## src/rtl/sram_access_arbiter.sv

```systemverilog
// ============================================================================
// Module   : sram_access_arbiter
// Brief    : Round-robin req/ack arbiter sequencing a 16-bit async SRAM with
//            fixed SETUP / ACCESS / DONE phases and registered strobes.
// Revision : 1.0
// ============================================================================
`default_nettype none

module sram_access_arbiter #(
    parameter int ADDR_W      = 20,
    parameter int DATA_W      = 16,
    parameter int WAIT_CYCLES = 2
) (
    input  logic              Clk,
    input  logic              Reset_N,
    input  logic              Cpu_Req,
    input  logic              Cpu_Write,
    input  logic [ADDR_W-1:0] Cpu_Addr,
    input  logic [DATA_W-1:0] Cpu_WData,
    input  logic [1:0]        Cpu_ByteEn,
    output logic              Cpu_Ack,
    output logic [DATA_W-1:0] Cpu_RData,
    input  logic              Dbg_Req,
    input  logic              Dbg_Write,
    input  logic [ADDR_W-1:0] Dbg_Addr,
    input  logic [DATA_W-1:0] Dbg_WData,
    input  logic [1:0]        Dbg_ByteEn,
    output logic              Dbg_Ack,
    output logic [DATA_W-1:0] Dbg_RData,
    output logic              SRAM_CE_N,
    output logic              SRAM_OE_N,
    output logic              SRAM_WE_N,
    output logic              SRAM_LB_N,
    output logic              SRAM_UB_N,
    output logic [ADDR_W-1:0] SRAM_ADDR,
    output logic [DATA_W-1:0] Sram_WData,
    output logic              Sram_WData_Oe,
    input  logic [DATA_W-1:0] Sram_RData,
    output logic              Busy
);

    localparam logic [3:0] c_WAIT_LOAD = 4'(WAIT_CYCLES - 1);

    typedef enum logic [1:0] {
        S_IDLE   = 2'd0,
        S_SETUP  = 2'd1,
        S_ACCESS = 2'd2,
        S_DONE   = 2'd3
    } state_t;

    state_t            r_state;
    logic              r_write;
    logic [1:0]        r_be;
    logic              r_sel_dbg;
    logic              r_last_dbg;
    logic [3:0]        r_cnt;
    logic              r_ce_n, r_oe_n, r_we_n, r_lb_n, r_ub_n;
    logic [ADDR_W-1:0] r_sram_addr;
    logic [DATA_W-1:0] r_sram_wdata;
    logic              r_wdata_oe;
    logic              r_cpu_ack, r_dbg_ack;
    logic [DATA_W-1:0] r_cpu_rdata, r_dbg_rdata;

    logic              w_grant_cpu, w_grant_dbg, w_any_req;
    logic              w_write;
    logic [ADDR_W-1:0] w_addr;
    logic [DATA_W-1:0] w_wdata;
    logic [1:0]        w_be;

    // When both request, the port that was not served last wins.
    assign w_grant_cpu = Cpu_Req && (!Dbg_Req || r_last_dbg);
    assign w_grant_dbg = Dbg_Req && !w_grant_cpu;
    assign w_any_req   = Cpu_Req || Dbg_Req;
    assign w_write     = w_grant_dbg ? Dbg_Write  : Cpu_Write;
    assign w_addr      = w_grant_dbg ? Dbg_Addr   : Cpu_Addr;
    assign w_wdata     = w_grant_dbg ? Dbg_WData  : Cpu_WData;
    assign w_be        = w_grant_dbg ? Dbg_ByteEn : Cpu_ByteEn;

    always_ff @(posedge Clk or negedge Reset_N) begin
        if (!Reset_N) begin
            r_state      <= S_IDLE;
            r_write      <= 1'b0;
            r_be         <= 2'b00;
            r_sel_dbg    <= 1'b0;
            r_last_dbg   <= 1'b1;
            r_cnt        <= 4'd0;
            r_ce_n       <= 1'b1;
            r_oe_n       <= 1'b1;
            r_we_n       <= 1'b1;
            r_lb_n       <= 1'b1;
            r_ub_n       <= 1'b1;
            r_sram_addr  <= '0;
            r_sram_wdata <= '0;
            r_wdata_oe   <= 1'b0;
            r_cpu_ack    <= 1'b0;
            r_dbg_ack    <= 1'b0;
            r_cpu_rdata  <= '0;
            r_dbg_rdata  <= '0;
        end else begin
            r_cpu_ack <= 1'b0;
            r_dbg_ack <= 1'b0;
            case (r_state)
                S_IDLE: begin
                    if (w_any_req) begin
                        r_state      <= S_SETUP;
                        r_sel_dbg    <= w_grant_dbg;
                        r_last_dbg   <= w_grant_dbg;
                        r_write      <= w_write;
                        r_be         <= w_be;
                        r_sram_addr  <= w_addr;
                        r_sram_wdata <= w_wdata;
                        r_ce_n       <= 1'b0;
                        r_oe_n       <= w_write;
                        r_lb_n       <= w_write;
                        r_ub_n       <= w_write;
                        r_wdata_oe   <= w_write;
                    end
                end
                S_SETUP: begin
                    r_state <= S_ACCESS;
                    r_cnt   <= c_WAIT_LOAD;
                    if (r_write) begin
                        r_we_n <= 1'b0;
                        r_lb_n <= ~r_be[0];
                        r_ub_n <= ~r_be[1];
                    end
                end
                S_ACCESS: begin
                    if (r_cnt == 4'd0) begin
                        r_state   <= S_DONE;
                        r_we_n    <= 1'b1;
                        r_oe_n    <= 1'b1;
                        r_lb_n    <= 1'b1;
                        r_ub_n    <= 1'b1;
                        r_cpu_ack <= !r_sel_dbg;
                        r_dbg_ack <= r_sel_dbg;
                        if (!r_write) begin
                            if (r_sel_dbg) begin
                                r_dbg_rdata <= Sram_RData;
                            end else begin
                                r_cpu_rdata <= Sram_RData;
                            end
                        end
                    end else begin
                        r_cnt <= r_cnt - 4'd1;
                    end
                end
                S_DONE: begin
                    // Chip enable and write data are held through this cycle.
                    r_state    <= S_IDLE;
                    r_ce_n     <= 1'b1;
                    r_wdata_oe <= 1'b0;
                end
                default: r_state <= S_IDLE;
            endcase
        end
    end

    assign Cpu_Ack       = r_cpu_ack;
    assign Dbg_Ack       = r_dbg_ack;
    assign Cpu_RData     = r_cpu_rdata;
    assign Dbg_RData     = r_dbg_rdata;
    assign SRAM_CE_N     = r_ce_n;
    assign SRAM_OE_N     = r_oe_n;
    assign SRAM_WE_N     = r_we_n;
    assign SRAM_LB_N     = r_lb_n;
    assign SRAM_UB_N     = r_ub_n;
    assign SRAM_ADDR     = r_sram_addr;
    assign Sram_WData    = r_sram_wdata;
    assign Sram_WData_Oe = r_wdata_oe;
    assign Busy          = (r_state != S_IDLE);

endmodule

`default_nettype wire

```

## config.mk

```make
export PLATFORM = sky130hd
export DESIGN_NAME = sram_access_arbiter
export DESIGN_NICKNAME = d
export VERILOG_FILES = /design/src/rtl/sram_access_arbiter.sv
export SDC_FILE = /design/constraint.sdc
export NUM_CORES = 1
export LEC_CHECK = 0
export ABC_AREA = 1
export CORE_ASPECT_RATIO = 2
export CORE_MARGIN = 3
export CORE_UTILIZATION = 30
export DETAILED_ROUTE_END_ITERATION = 8
export SYNTH_ARGS = -nofsm -noshare
export SYNTH_HDL_FRONTEND = slang
export SYNTH_SLANG_ARGS = --single-unit
```

## constraint.sdc

```tcl
create_clock -name Clk -period 2.45 [get_ports Clk]
set_input_delay 0.3675 -clock Clk [delete_from_list [all_inputs] [get_ports Clk]]
set_output_delay 0.3675 -clock Clk [all_outputs]
set_load 0.05 [all_outputs]
```

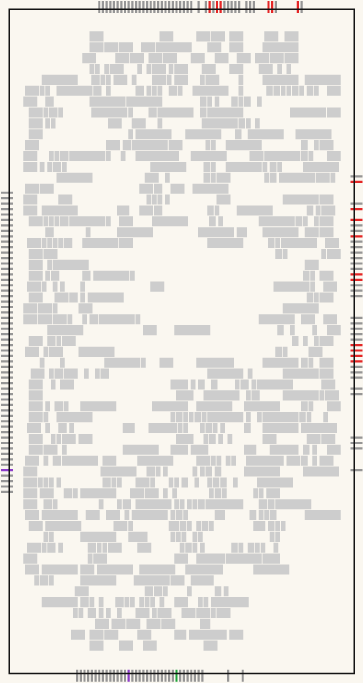
Figure 1: I/O pins on the die edge.
Drawn at 4 px/um. Pins as bars across the die edge, other pins in grey.
| colour | port | pins | direction | edge |
|---|---|---|---|---|
| purple | `Cpu_ByteEn` | 2 | input | 1 south, 1 west |
| green | `Cpu_Write` | 1 | input | south |
| red | `Dbg_RData` | 16 | output | 10 east, 6 north |

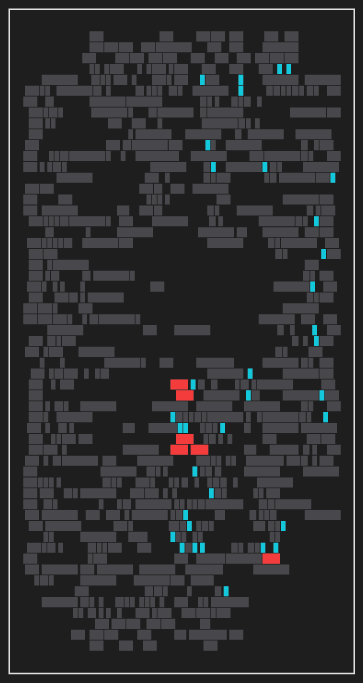
Figure 2: logic cells by family.
Drawn at 4 px/um.
| colour | family | cells | most used |
|---|---|---|---|
| red | fa/ha/maj cells | 6 | ha_1 |
| cyan | inv cells | 35 | inv_1 |
Comb area share: 0.2324
dominant logic cell type in the layout: clkdlybuf4s50_1
Non-Filler Instances: 766

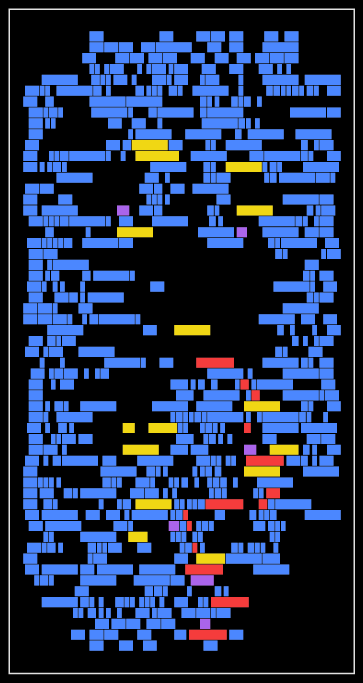
Figure 3: cells by drive strength.
Drawn at 4 px/um.
| colour | size | cells | share |
|---|---|---|---|
| blue | x1 and smaller | 584 | 94% |
| purple | x3 and x4 | 6 | 0.97% |
| red | x2 | 14 | 2.3% |
| yellow | x6 and larger | 15 | 2.4% |

==> run notes <==
run metrics: run status finished, final reports clean, Sw Pwr 0.004618 W, synthesized area per cell 8.541 um2, P_clk 0.00139 W, worst setup margin 0.2607 ns, Num CTS Buffers 9, Post-Synth Adder-Cell Area 0.01962, pre-CTS setup slack 0.3510 ns, Worst-Skew Late Latency 0.34 ns, TritonCTS clock tree built, met3 wire length 567 um, Gate power share 0.577, final period utilization 0.8936, main logic family after synthesis simple AND/OR/NAND/NOR gates, number of global-route vias before repair 3431, Log Warnings 30, Int Power 0.004799 W, # Cells Yosys 448, Setup crit start kind flop, Top cell area share 0.5298, Post-Syn Instances 448, Seq power 0.00259 W, worst hold margin 0.01137 ns, setup violators final 0, CP endpoint kind output port, Worst Path Class, Setup flop to output port, top cells, area dfrtp_1, nand2_1, a31oi_1, Seq share, synth 0.5710, post-CTS setup buffer count 0, comb pwr 0.00544 W, RSZ-0062 raised after global routing false, Max clock buf depth 2, average routed wire per standard cell 14.25 um, Max FO, Critical Path 7, Synthesized Nets 552, Placer Congestion 0.8300, Syn-to-layout area delta 57.06%, Switching Share 0.4904, synth unique cells 22, worst endpoint required time 2.08 ns, final antenna-violating net count 0, fraction of layout cells with a size suffix above 1 0.05654, crit path capture Busy, Max Cap Violations 0, Synth Area in Compound Gates 0.1279, Seq pwr share 0.275, crit path from r_state[0], met2 WL 6074 um, maximum clock frequency 0.4568 GHz, Initial DRT Pass Iterations 4, chip height 165.7 um, # IOs 175, Post-CTS Hold Buffers 0, Top pwr grp combinational logic, FP Util 0.3101, IO buf count 174, Post-layout nets 718, # H-tree levels 3, Detail Placement HPWL 8432 um, ANT cells 0, Total GRT Usage 0.1541, Worst-path clk slew 0.07 ns, simple share 0.2126, Vias per Instance 4.603, Post-Route Utilization 0.4871, clk_skew 0.008652 ns, remaining global-route overflow 0, synthesis-stage register bit count 87, drc violations 0, Max Used Layer met4, clock power share 0.148, final wirelength 10920 um, initial antenna violation count 0, Worst R2R Path Depth 6, clock root buffer clkbuf_16, 1st-iter DRT viols 148, final hold viol count 0, FF-to-FF setup slack 0.61 ns, WL met1 4020 um, Pleak 2.701 nW, YS chip area 0.003826 mm2, RR Endpoint Cpu_RData[13], relative slew slack 0.6061, fin crit period 2.189 ns, Vias 3526, largest net degree at the start of global routing 81, reg2reg start r_state[0], CP arrival 1.82 ns, yosys xor share 0.002289, die area 0.01423 mm2, Ys Warns 0, cell count after placement 750, Netlist Area Pre-Place 0.003826 mm2, Yosys top cell by area dfrtp_1, Final TNS setup 0 ns, Max VDD drop 0.8889 mV, PD cells 1567 mW/mm2, Clock Sinks 87, die width 85.86 um, first-pass GRT wire length 17130 um, worst slew pin tran 0.5889 ns, MUX share of area 0.002616, Hold Path Class primary input to async pin, Final Max Tran Viols 0
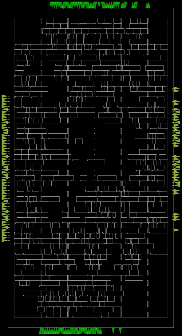
Figure 4: placement view.
Filler cells: 1183
row count: 57
Core ar.: 0.01234 mm2
TAP cells: 147

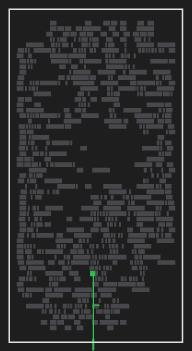
Figure 5: wires at chosen ports, followed through buffers.
Drawn at 2 px/um.
| colour | port | bits | direction | edge | end cells | buffers | wire |
|---|---|---|---|---|---|---|---|
| green | `Cpu_Write` | 1 | input | south | 2 | 1 | 37.4 um |

## cells in the mapped netlist
cell type	number
nand2_1	148
dfrtp_1	81
nor2_1	47
o21ai_0	43
a31oi_1	38
inv_1	32
buf_2	13
nand3_1	9
clkbuf_1	7
dfstp_2	6
ha_1	6
buf_4	3
inv_2	3
a21oi_1	2
nand2_2	2
o21ai_1	2
a21oi_4	1
mux2i_1	1
nand3_2	1
nand3b_1	1
nor2_2	1
xnor2_1	1
## final cells by class
class,count,area [um2]
clock buffer,10,239.0
clock inverter,6,68.82
fill,1183,6329
inverter,35,131.4
multi-input combinational,303,1396
sequential,87,2185
tap,147,183.9
timing repair buffer,178,1805
## flip-flops by register name, indices dropped and copies added, names as in the netlist
register / flops
SRAM_ADDR: 20
r_be: 2
SRAM_WE_N: 1
SRAM_UB_N: 1
Dbg_Ack: 1
Sram_WData: 16
r_last_dbg: 1
SRAM_LB_N: 1
SRAM_OE_N: 1
Cpu_Ack: 1
Sram_WData_Oe: 1
Cpu_RData: 16
r_state: 2
r_sel_dbg: 1
r_write: 1
Dbg_RData: 16
r_cnt: 4
SRAM_CE_N: 1
## worst max-delay path, cell delays in order (launching register included)
cell and delay, ns:
dfrtp_1 0.41, inv_1 0.10, ha_1 0.31, inv_2 0.13
dlygate4sd2_1 0.54
## cell usage in the layout (no fill, tap or decap)
| cell | netlist | layout |
|---|---|---|
| inv_1 | 32 | 32 |
| buf_12 | 0 | 3 |
| nand2_2 | 2 | 2 |
| clkdlybuf4s50_1 | 0 | 172 |
| dfstp_2 | 6 | 6 |
| xnor2_1 | 1 | 1 |
| a31oi_1 | 38 | 38 |
| clkbuf_16 | 0 | 9 |
| clkinv_4 | 0 | 2 |
| clkinv_2 | 0 | 1 |
| nor2_2 | 1 | 1 |
| mux2i_1 | 1 | 1 |
| inv_6 | 0 | 1 |
| a21oi_4 | 1 | 1 |
| clkbuf_8 | 0 | 1 |
| dlygate4sd2_1 | 0 | 1 |
| nand2_1 | 148 | 148 |
| nand3_1 | 9 | 9 |
| dfrtp_1 | 81 | 81 |
| nand3_2 | 1 | 1 |
| nor2_1 | 47 | 47 |
| o21ai_0 | 43 | 43 |
| ha_1 | 6 | 6 |
| buf_4 | 3 | 2 |
| inv_2 | 3 | 3 |
| bufinv_16 | 0 | 1 |
| a21oi_1 | 2 | 2 |
| clkinvlp_4 | 0 | 1 |
| nand3b_1 | 1 | 1 |
| o21ai_1 | 2 | 2 |
## stage by stage
stage | instance area [um2] | power [W]
floorplan | 3826 | 0.006187
global placement | 5703 | 0.008042
detailed placement | 5703 | 0.008122
CTS | 6010 | 0.009539
global route | 6010 | 0.009969
finish | 6010 | 0.009417
## per-layer routing
| layer | track usage | vias up |
|---|---|---|
| met2 | 0.2886 | 123 |
| met1 | 0.1610 | 1621 |
| met4 | 0.06892 | 0 |
| met3 | 0.02833 | 11 |
| li1 | - | 1771 |
| met5 | 0 | - |
## repair_timing
action                                  4_1_cts  5_1_grt
gates resized                                 1        0
endpoints found under the setup margin        1        0
hold endpoints to repair                      0        0
Power is estimated from default activity; no workload was simulated.
